Run 1, nets reached from selected ports:
The bar under the picture is 50 um long.
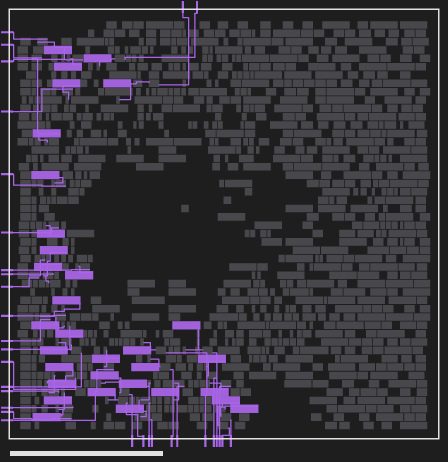
Run 1, sequential cells colored by netlist name:
Other sequential cells in the stronger gray, the rest of the logic in the fainter gray.
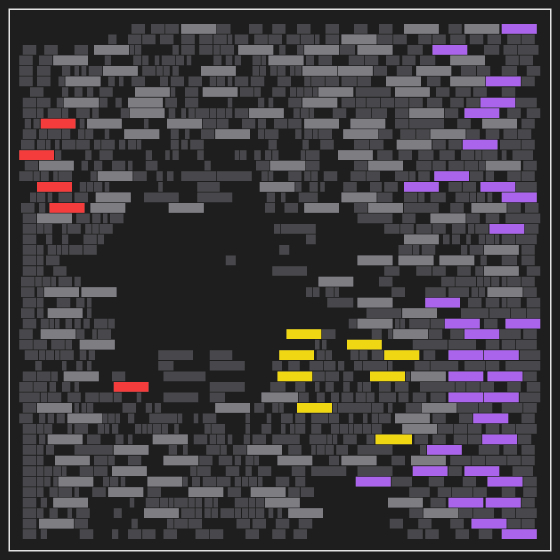
Run 1, clock distribution:
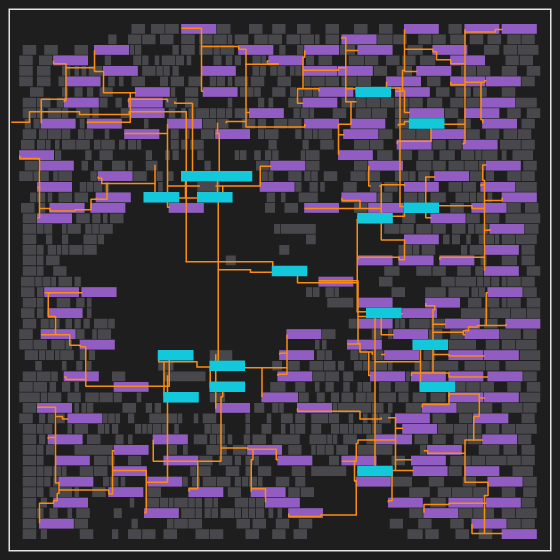
Run 1, signal wires on met1:
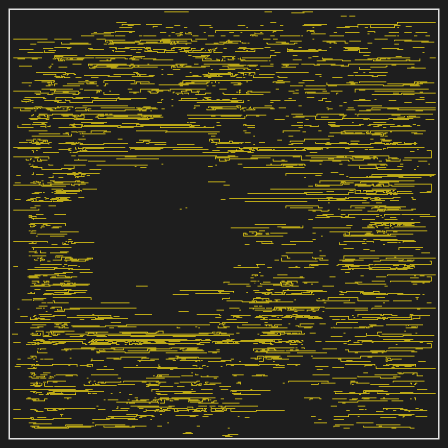
`src/rtl/fpu_arbiter_if.sv`:
```
// fpu_arbiter_if: requester, response and FPU_top handshake signals of the FPU arbiter.
interface fpu_arbiter_if;
    logic        req0_valid, req0_ready, req1_valid, req1_ready;
    logic [4:0]  req0_op, req1_op;
    logic [31:0] req0_a, req0_b, req1_a, req1_b;
    logic        rsp0_valid, rsp1_valid;
    logic [31:0] rsp_lo, rsp_hi;
    logic [4:0]  fpu_op_mask;
    logic        fpu_instr_received;
    logic [31:0] fpu_input_1, fpu_input_2, fpu_reg_lo, fpu_reg_hi;

    modport slave (
        input  req0_valid, req0_op, req0_a, req0_b,
        input  req1_valid, req1_op, req1_a, req1_b,
        input  fpu_reg_lo, fpu_reg_hi,
        output req0_ready, req1_ready, rsp0_valid, rsp1_valid, rsp_lo, rsp_hi,
        output fpu_op_mask, fpu_instr_received, fpu_input_1, fpu_input_2
    );

    modport master (
        output req0_valid, req0_op, req0_a, req0_b,
        output req1_valid, req1_op, req1_a, req1_b,
        output fpu_reg_lo, fpu_reg_hi,
        input  req0_ready, req1_ready, rsp0_valid, rsp1_valid, rsp_lo, rsp_hi,
        input  fpu_op_mask, fpu_instr_received, fpu_input_1, fpu_input_2
    );
endinterface

```
`src/rtl/fpu_arbiter.sv`:
```
// fpu_arbiter: round-robin sharing of one fixed-latency FPU_top between two requesters,
// one operation in flight at a time.
module fpu_arbiter #(
    parameter int LATENCY = 10
) (
    input logic          clk,
    input logic          rst_n,
    fpu_arbiter_if.slave bus
);
    typedef enum logic [1:0] {IDLE, ISSUE, WAIT, DONE} state_t;

    state_t      r_state;
    logic [7:0]  r_cnt;
    logic        r_last, r_gid, r_instr, r_rsp0, r_rsp1;
    logic [4:0]  r_op;
    logic [31:0] r_a, r_b, r_lo, r_hi;
    logic        w_idle, w_g0, w_g1;

    // r_last holds the previous grant; the other requester wins a tie
    always_comb begin
        w_idle = r_state == IDLE;
        w_g0   = w_idle & bus.req0_valid & (~bus.req1_valid | r_last);
        w_g1   = w_idle & bus.req1_valid & (~bus.req0_valid | ~r_last);
    end

    always_ff @(posedge clk or negedge rst_n) begin
        if (!rst_n) begin
            r_state <= IDLE;
            r_cnt   <= '0;
            r_last  <= 1'b1;
            r_gid   <= 1'b0;
            r_instr <= 1'b0;
            r_rsp0  <= 1'b0;
            r_rsp1  <= 1'b0;
            r_op    <= '0;
            r_a     <= '0;
            r_b     <= '0;
            r_lo    <= '0;
            r_hi    <= '0;
        end else begin
            r_instr <= 1'b0;
            r_rsp0  <= 1'b0;
            r_rsp1  <= 1'b0;
            case (r_state)
                IDLE: if (w_g0 | w_g1) begin
                    r_state <= ISSUE;
                    r_gid   <= w_g1;
                    r_last  <= w_g1;
                    r_op    <= w_g1 ? bus.req1_op : bus.req0_op;
                    r_a     <= w_g1 ? bus.req1_a : bus.req0_a;
                    r_b     <= w_g1 ? bus.req1_b : bus.req0_b;
                    r_instr <= 1'b1;
                end
                ISSUE: begin
                    r_state <= WAIT;
                    r_cnt   <= '0;
                end
                WAIT: if (r_cnt == 8'(LATENCY - 1)) begin
                    r_lo    <= bus.fpu_reg_lo;
                    r_hi    <= bus.fpu_reg_hi;
                    r_rsp0  <= ~r_gid;
                    r_rsp1  <= r_gid;
                    r_state <= DONE;
                end else begin
                    r_cnt <= r_cnt + 8'd1;
                end
                default: r_state <= IDLE;
            endcase
        end
    end

    assign bus.req0_ready         = w_g0;
    assign bus.req1_ready         = w_g1;
    assign bus.rsp0_valid         = r_rsp0;
    assign bus.rsp1_valid         = r_rsp1;
    assign bus.rsp_lo             = r_lo;
    assign bus.rsp_hi             = r_hi;
    assign bus.fpu_op_mask        = r_op;
    assign bus.fpu_instr_received = r_instr;
    assign bus.fpu_input_1        = r_a;
    assign bus.fpu_input_2        = r_b;
endmodule
```
`src/flat_wrapper.sv`:
```
// flat-port wrapper written by rule: the top's interface ports become plain ports
module fpu_arbiter_flat 
#(
    parameter int LATENCY = 10
)
  (clk, rst_n, bus_req0_valid, bus_req0_op, bus_req0_a, bus_req0_b, bus_req1_valid, bus_req1_op, bus_req1_a, bus_req1_b, bus_fpu_reg_lo, bus_fpu_reg_hi, bus_req0_ready, bus_req1_ready, bus_rsp0_valid, bus_rsp1_valid, bus_rsp_lo, bus_rsp_hi, bus_fpu_op_mask, bus_fpu_instr_received, bus_fpu_input_1, bus_fpu_input_2);
  fpu_arbiter_if bus_i ();
  input logic clk;
  input logic rst_n;
  input wire logic [$bits(bus_i.req0_valid)-1:0] bus_req0_valid;
  input wire logic [$bits(bus_i.req0_op)-1:0] bus_req0_op;
  input wire logic [$bits(bus_i.req0_a)-1:0] bus_req0_a;
  input wire logic [$bits(bus_i.req0_b)-1:0] bus_req0_b;
  input wire logic [$bits(bus_i.req1_valid)-1:0] bus_req1_valid;
  input wire logic [$bits(bus_i.req1_op)-1:0] bus_req1_op;
  input wire logic [$bits(bus_i.req1_a)-1:0] bus_req1_a;
  input wire logic [$bits(bus_i.req1_b)-1:0] bus_req1_b;
  input wire logic [$bits(bus_i.fpu_reg_lo)-1:0] bus_fpu_reg_lo;
  input wire logic [$bits(bus_i.fpu_reg_hi)-1:0] bus_fpu_reg_hi;
  output wire logic [$bits(bus_i.req0_ready)-1:0] bus_req0_ready;
  output wire logic [$bits(bus_i.req1_ready)-1:0] bus_req1_ready;
  output wire logic [$bits(bus_i.rsp0_valid)-1:0] bus_rsp0_valid;
  output wire logic [$bits(bus_i.rsp1_valid)-1:0] bus_rsp1_valid;
  output wire logic [$bits(bus_i.rsp_lo)-1:0] bus_rsp_lo;
  output wire logic [$bits(bus_i.rsp_hi)-1:0] bus_rsp_hi;
  output wire logic [$bits(bus_i.fpu_op_mask)-1:0] bus_fpu_op_mask;
  output wire logic [$bits(bus_i.fpu_instr_received)-1:0] bus_fpu_instr_received;
  output wire logic [$bits(bus_i.fpu_input_1)-1:0] bus_fpu_input_1;
  output wire logic [$bits(bus_i.fpu_input_2)-1:0] bus_fpu_input_2;
  assign bus_i.req0_valid = bus_req0_valid;
  assign bus_i.req0_op = bus_req0_op;
  assign bus_i.req0_a = bus_req0_a;
  assign bus_i.req0_b = bus_req0_b;
  assign bus_i.req1_valid = bus_req1_valid;
  assign bus_i.req1_op = bus_req1_op;
  assign bus_i.req1_a = bus_req1_a;
  assign bus_i.req1_b = bus_req1_b;
  assign bus_i.fpu_reg_lo = bus_fpu_reg_lo;
  assign bus_i.fpu_reg_hi = bus_fpu_reg_hi;
  assign bus_req0_ready = bus_i.req0_ready;
  assign bus_req1_ready = bus_i.req1_ready;
  assign bus_rsp0_valid = bus_i.rsp0_valid;
  assign bus_rsp1_valid = bus_i.rsp1_valid;
  assign bus_rsp_lo = bus_i.rsp_lo;
  assign bus_rsp_hi = bus_i.rsp_hi;
  assign bus_fpu_op_mask = bus_i.fpu_op_mask;
  assign bus_fpu_instr_received = bus_i.fpu_instr_received;
  assign bus_fpu_input_1 = bus_i.fpu_input_1;
  assign bus_fpu_input_2 = bus_i.fpu_input_2;
  fpu_arbiter #(.LATENCY(LATENCY)) u_core (.clk(clk), .rst_n(rst_n), .bus(bus_i));
endmodule
```
`config.mk`:
```
export PLATFORM = sky130hd
export DESIGN_NAME = fpu_arbiter_flat
export DESIGN_NICKNAME = d
export VERILOG_FILES = /design/src/rtl/fpu_arbiter_if.sv /design/src/rtl/fpu_arbiter.sv /design/src/flat_wrapper.sv
export SDC_FILE = /design/constraint.sdc
export NUM_CORES = 1
export LEC_CHECK = 0
export CORE_MARGIN = 2
export CORE_UTILIZATION = 36
export DETAILED_ROUTE_END_ITERATION = 6
export GPL_TIMING_DRIVEN = 0
export PLACE_DENSITY = 0.77
export SLEW_MARGIN = 10
export SYNTH_ARGS = -nofsm -noshare
export SYNTH_HDL_FRONTEND = slang
export SYNTH_SLANG_ARGS = --single-unit
```
`constraint.sdc`:
```
create_clock -name clk -period 2.05 [get_ports clk]
set_clock_uncertainty 0.2 [all_clocks]
set_input_delay 0.205 -clock clk [delete_from_list [all_inputs] [get_ports clk]]
set_output_delay 0.205 -clock clk [all_outputs]
set_load 0.005 [all_outputs]
```
==> Slide: Implementation Results, run 1 <==
Flow Results at a Glance

Drt
  • ANT nets after route: 0
  • Number of iterations in the first detailed-routing pass: 5
  • Via density: 5.20
  • Wire length on met3: between 2 and 2.5 mm
  • Met1 wire length: about 9.0 mm

Synthesis
  • Netlist Area Pre-Place: 0.00661 mm2
  • Post-Synth Simple-Gate Area: 0.123
  • Synth top area share: 0.557
  • Cells after synthesis: 610
  • Area leader, netlist: dfrtp_1
  • Area fraction in compound gates: 0.136
  • Synth mux share: 0.129
  • Asr flop ratio synth: 1.00
  • Synth top cell by count: dfrtp_1
  • Commonest cells in the netlist: 147 x dfrtp_1, 73 x nand3_1, 73 x nor2_1
  • Top cells by area: dfrtp_1 56%, a31oi_1 6.8%, mux2_2 6.3%, mux2_4 6.1%, nand3_1 5.5%
  • Synth flops: approximately 150
  • # Cells Yosys: approximately 610
  • Cell variety after synth: 36
  • Dominant kind of combinational cell: AND-OR/OR-AND gates
  • Adder-cell share of the synthesized area: 0.00946
  • EDFF count, synth: 0
  • Post-Syn Nets: around 800
  • YS warnings: 0

Global routing
  • Grt met2 use: 0.426
  • Largest net degree at the start of global routing: 105
  • Most Crowded Layer GR: met2
  • GRT Overall Usage: 0.238
  • First-pass GRT wire length: around 36 mm
  • Met3 Use GR: 0.0650
  • Gr ovfl total: 0

Clock tree
  • H-Tree Depth: 4
  • Post-CTS sizing: approximately 40
  • CTS Root Buffer Type: clkbuf_16
  • CTS sink count: approximately 150
  • CTS tree: done
  • Post-CTS Hold Buffers: 1
  • Clock buffer count from CTS: 17
  • Clock Tree Buf Depth: 2

Final timing
  • Min Tclk post-route: approximately 2.0 ns
  • Endpoints failing setup: 0
  • Period utilization: 0.985
  • RSZ-0062 raised after global routing: true
  • Fmax: about 0.50 GHz
  • Hold Violations, Final: 0
  • Slew HR: 0.634
  • Fin worst setup slack: between 0.03 and 0.04 ns

Run
  • OpenROAD warning count: 33
  • MaxCap Viol Count: 0

Power and ir drop
  • VDD IR max: between 0.7 and 0.8 mV
  • Tot Pwr: 0.0130 W
  • LEAKAGE: between 4 and 5 nW

Die
  • Die W: about 140 um
  • Fp util: 0.368
  • Die area: 0.0195 mm2
  • Core area: about 0.018 mm2
  • Die Y: between 100 and 150 um

Place
  • Post-place setup slack: -0.728 ns
  • DP Cell Count: approximately 1200
  • HPWL after DPL: 17.6 mm
  • Port bufs: 343

Worst setup path
  • RR Startpoint: u_core.r_state[1]
  • FF-to-FF End: u_core.bus.fpu_input_2[0]
  • R2R setup slack: 0.06 ns
  • CP Capture Type: output pin
  • CP endpoint: bus_req1_ready
  • Critical Path Fanout Max: 5
  • Critical path origin: u_core.r_state[1]
  • Crit path required time: approximately 1.6 ns

Min path
  • Tightest Hold Check Type: primary input to asynchronous set/reset pin

Final layout
  • Layout cell share with drive strength beyond 1: 0.164
  • Fin cells: 1230
  • Nets@finish: 1199

Status
  • Status: complete, no violations
## Picture notes: 'nets reached from selected ports'
bus_fpu_input_2: marked purple, bits 32, direction output, edge 18 left, 12 bottom, 2 top, end cells 32, wire 1060 um.

## Picture notes: 'sequential cells colored by netlist name'
u_core.bus.fpu_op_mask: marked red, flops 5. u_core.bus.rsp_hi: marked purple, flops 32, where a column on the right. u_core.r_cnt: marked yellow, flops 8.
Another 103 sequential cells are not colored.

## Picture notes: 'clock distribution'
clock drivers: marked cyan, count 17. flip-flops: marked purple, count 148. clock wires: marked orange, length 1900 um.
There are 18 routed clock nets. Position of the flops: widely spread.

## Picture notes: 'signal wires on met1'
The layer holds 38% of the routed length. The layer carries 9030 um of wire.
routed wire length: 23.8 mm
M1 GR Usage: 0.275
total number of vias: 6401

-- run 1: cell type report --
| type | count | area, um2 | area share |
|---|---|---|---|
| multi-input cells | 400 | 2710 | 0.239 |
| repair buffers | 364 | 3670 | 0.325 |
| flip-flops and latches | 148 | 3710 | 0.328 |
| clock buffers | 17 | 425 | 0.0376 |
| plain buffers | 48 | 309 | 0.0273 |
| well taps | 229 | 287 | 0.0253 |
| clock inverters | 15 | 168 | 0.0148 |
| inverters | 9 | 33.8 | 0.00299 |
-- run 1: power by group --
group | switching, W | leakage, nW | internal [W]
Combinational | 0.00259 | 2.64 | 0.00300
Clock | 0.00138 | 0.288 | 0.00173
Sequential | 0.000509 | 1.70 | 0.00383
Total | 0.00447 | 4.63 | 0.00856
-- run 1: cells in the final DEF, fill, tap and decap left out, types with 3 or more instances in the layout --
| cell type | n |
|---|---|
| clkinv_4 | 4 |
| clkbuf_16 | 20 |
| nor2_1 | 72 |
| nand2_1 | 8 |
| inv_1 | 6 |
| mux2_4 | 27 |
| nand3_1 | 73 |
| clkbuf_1 | 18 |
| mux2_2 | 37 |
| a31oi_1 | 72 |
| ha_1 | 3 |
| o21ai_0 | 70 |
| buf_2 | 4 |
| inv_6 | 4 |
| nor2b_1 | 3 |
| buf_12 | 4 |
| buf_4 | 16 |
| mux2i_1 | 3 |
| nand4_1 | 3 |
| clkdlybuf4s50_1 | 340 |
| clkbuf_2 | 17 |
| o22ai_1 | 4 |
| dfrtp_1 | 146 |
| inv_2 | 3 |
-- run 1: worst max-delay path: stages, from the launching register on --
cell and delay (ns):
dfrtp_1 0.41, inv_2 0.09, ha_4 0.16, buf_6 0.12, nand2_8 0.07, clkbuf_16 0.18
nor2_4 0.08, buf_6 0.09
==> run 1 -> run 2 <==
--- a/config.mk
+++ b/config.mk
@@ -5,7 +5,6 @@
 export SDC_FILE = /design/constraint.sdc
 export NUM_CORES = 1
 export LEC_CHECK = 0
-export CORE_MARGIN = 2
 export CORE_UTILIZATION = 36
 export DETAILED_ROUTE_END_ITERATION = 6
 export GPL_TIMING_DRIVEN = 0
==> Slide: Implementation Results, run 2 <==
Flow Results at a Glance

Clock tree
  • H-Tree Depth: 4 (unchanged)
  • CTS tree: done
  • Clock Tree Buf Depth: 2 (unchanged)
  • CTS sink count: 148 (unchanged)

Synthesis
  • Cell variety after synth: 36 (unchanged)
  • Synth top area share: 0.557 (unchanged)
  • EDFF count, synth: 0 (unchanged)
  • Area leader, netlist: dfrtp_1
  • Synth top cell by count: dfrtp_1
  • Netlist Area Pre-Place: 0.00661 mm2 (unchanged)
  • YS warnings: 0 (unchanged)
  • # Cells Yosys: 610 (unchanged)
  • Commonest cells in the netlist: 147 x dfrtp_1, 73 x nand3_1, 73 x nor2_1

Power and ir drop
  • Pint: 0.00863 W (+0.89%)
  • Clk pwr share: 0.247 (+0.009)
  • P_seq: 0.00434 W (about the same)
  • VDD IR max: 0.673 mV (-5.1%)
  • Clk. pwr: 0.00324 W (+5%)
  • LEAKAGE: 4.63 nW (-0.16%)
  • Comb group: 0.00551 W (-1%)
  • Switching share of power: 0.340 (-0.00308)
  • Sequential cell fraction of total power: 0.331 (-0.002)
  • Pwr top: combinational cells

Final layout
  • Layout cell share with drive strength beyond 1: 0.160 (-0.00384)
  • Most instantiated logic cells after routing: 340 x clkdlybuf4s50_1, 146 x dfrtp_1, 73 x nor2_1, 73 x nand3_1, 72 x a31oi_1
  • Fin cells: 1229 (-0.081%)
  • Gate Area: 0.00270 mm2 (-0.14%)
  • Nets@finish: 1198 (-0.083%)
  • Storage element area: 0.00371 mm2 (unchanged)

Min path
  • Tightest Hold Check Type: primary input to asynchronous set/reset pin

Drt
  • Via density: 5.23 (+0.50%)
  • Met1 wire length: 9.03 mm (about the same)
  • ANT nets after route: 0 (unchanged)
  • Wire length on met3: 2.29 mm (+12%)
  • Total number of vias: 6428 (+0.42%)
  • Number of iterations in the first detailed-routing pass: 4 (-1)

Global routing
  • GRT Overall Usage: 0.252 (+0.0138)
  • Most Crowded Layer GR: met2
  • Largest net degree at the start of global routing: 89 (-15%)
  • Gr ovfl total: 0 (unchanged)
  • Met3 Use GR: 0.0912 (+0.0262)

Final timing
  • Slew HR: 0.663 (+0.0293)
  • Fin worst setup slack: 0.00757 ns (-0.0241 ns)
  • Fmax: 0.490 GHz (-1.2%)
  • Min Tclk post-route: 2.04 ns (+0.0241 ns)
  • RSZ-0062 raised after global routing: true
  • Hold Violations, Final: 0 (unchanged)
  • Period utilization: 0.996 (+0.0117)

Die
  • Die Y: 138 um (-1.4%)
  • Die area: 0.0189 mm2 (-2.8%)
  • Die W: 138 um (-1.4%)

Place
  • Port bufs: 343 (unchanged)
  • DP Cell Count: 1183 (unchanged)
  • Post-place setup slack: -0.725 ns (+0.00340 ns)

Worst setup path
  • Critical path origin: u_core.r_state[1]
  • CP Buf/Inv Count: 3 (-1)
  • Top Family by Delay on Critical Path: flip-flops
  • Crit path required time: 1.64 ns (about the same)
  • Max stage delay cell, worst path: dfrtp_1
  • R2R setup slack: 0.04 ns (-0.02 ns)
  • Critical Path Fanout Max: 9 (+4)
  • CP endpoint: bus_req1_ready
  • CP Capture Type: output pin
  • FF-to-FF End: u_core.bus.rsp_hi[21]
  • Sequence of cells on the critical path: inv_2 -> ha_4 -> nand2_8 -> clkbuf_16 -> nor2_1 -> buf_2
  • CP max stage delay: 0.41 ns (about the same)
  • RR Startpoint: u_core.r_cnt[1]

Run
  • OpenROAD warning count: 30 (-9.1%)

Status
  • Status: complete, no violations
## run 2: cell counts after synthesis
Identical to the previous run, type by type.
## run 2: area by class of cell
| type | instances | area share |
|---|---|---|
| clock buffer | 18 | 0.0389 |
| clock inverter | 14 | 0.0144 |
| buffer | 49 | 0.0276 |
| timing repair buffer | 362 | 0.323 |
| multi-input combinational | 400 | 0.239 |
| sequential | 148 | 0.328 |
| tap | 229 | 0.0254 |
| inverter | 9 | 0.00299 |
## run 2: worst min-delay path by stage
stage | slack [ns] | startpoint | cells after the start | to
2_1_floorplan | -0.29 | rst_n | 0 | u_core.bus.fpu_input_1[0]
3_3_place_gp | 0.22 | u_core.r_gid | 1 | u_core.bus.rsp0_valid
3_5_place_dp | -0.02 | rst_n | 1 | u_core.bus.fpu_input_2[19]
4_1_cts | 0.12 | rst_n | 2 | u_core.bus.fpu_input_2[19]
5_1_grt | 0.14 | bus_req1_b[17] | 3 | u_core.bus.fpu_input_2[17]
6_report | 0.13 | rst_n | 2 | u_core.bus.fpu_input_2[19]
## run 2: what timing repair did
action,CTS,global route
setup endpoints to repair,102,87
hold buffers,1,0
cloned,0,3
hold endpoints to repair,60,0
resized,45,28
pin swaps,1,2
buffers inserted,6,8
## run 2: metrics by stage
step	area, um2	power (W)
final	11300	0.0131
after CTS	11100	0.0131
after floorplan	6610	0.00655
after detailed placement	10400	0.00960
after global routing	11300	0.0140
after global placement	10300	0.00948
## run 2: cells by family (layout without fill, tap and decap cells)
group,after synthesis,count (layout),share of synthesized area
flip-flops,148,148,0.560
adder cells (fa/ha/maj),5,5,0.00946
buffers and inverters,62,452,0.0407
AND/OR/NAND/NOR,172,172,0.123
XOR/XNOR,1,1,0.00133
multiplexers,67,67,0.129
AND-OR/OR-AND,155,155,0.136
Run 2, signal wires on met1:
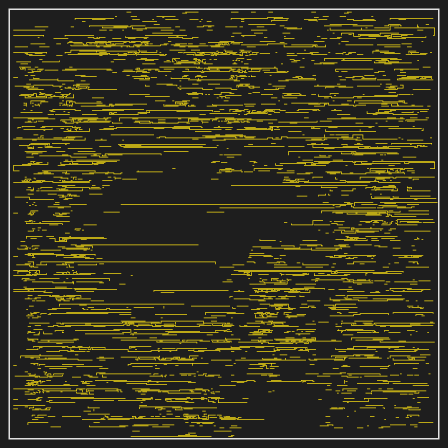
The layer holds 37% of the routed length. 1045 nets have wire on it.
M1 GR Usage: 0.283
routed wire length: 24.3 mm

Run 2, nets reached from selected ports:
The bar under the picture is 50 um long.
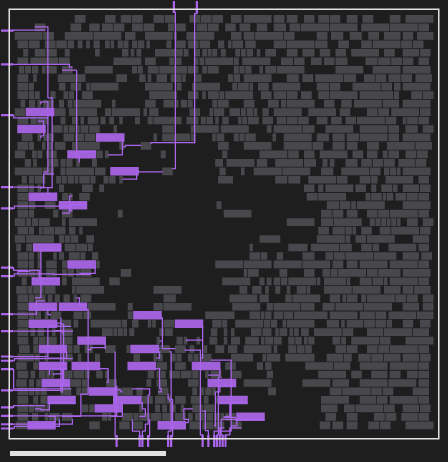
bus_fpu_input_2: marked purple, bits 32, direction output, edge 17 left, 13 bottom, 2 top, end cells 32, wire 1210 um.

Power figures rest on the tool's default switching activity, not on a simulated workload.
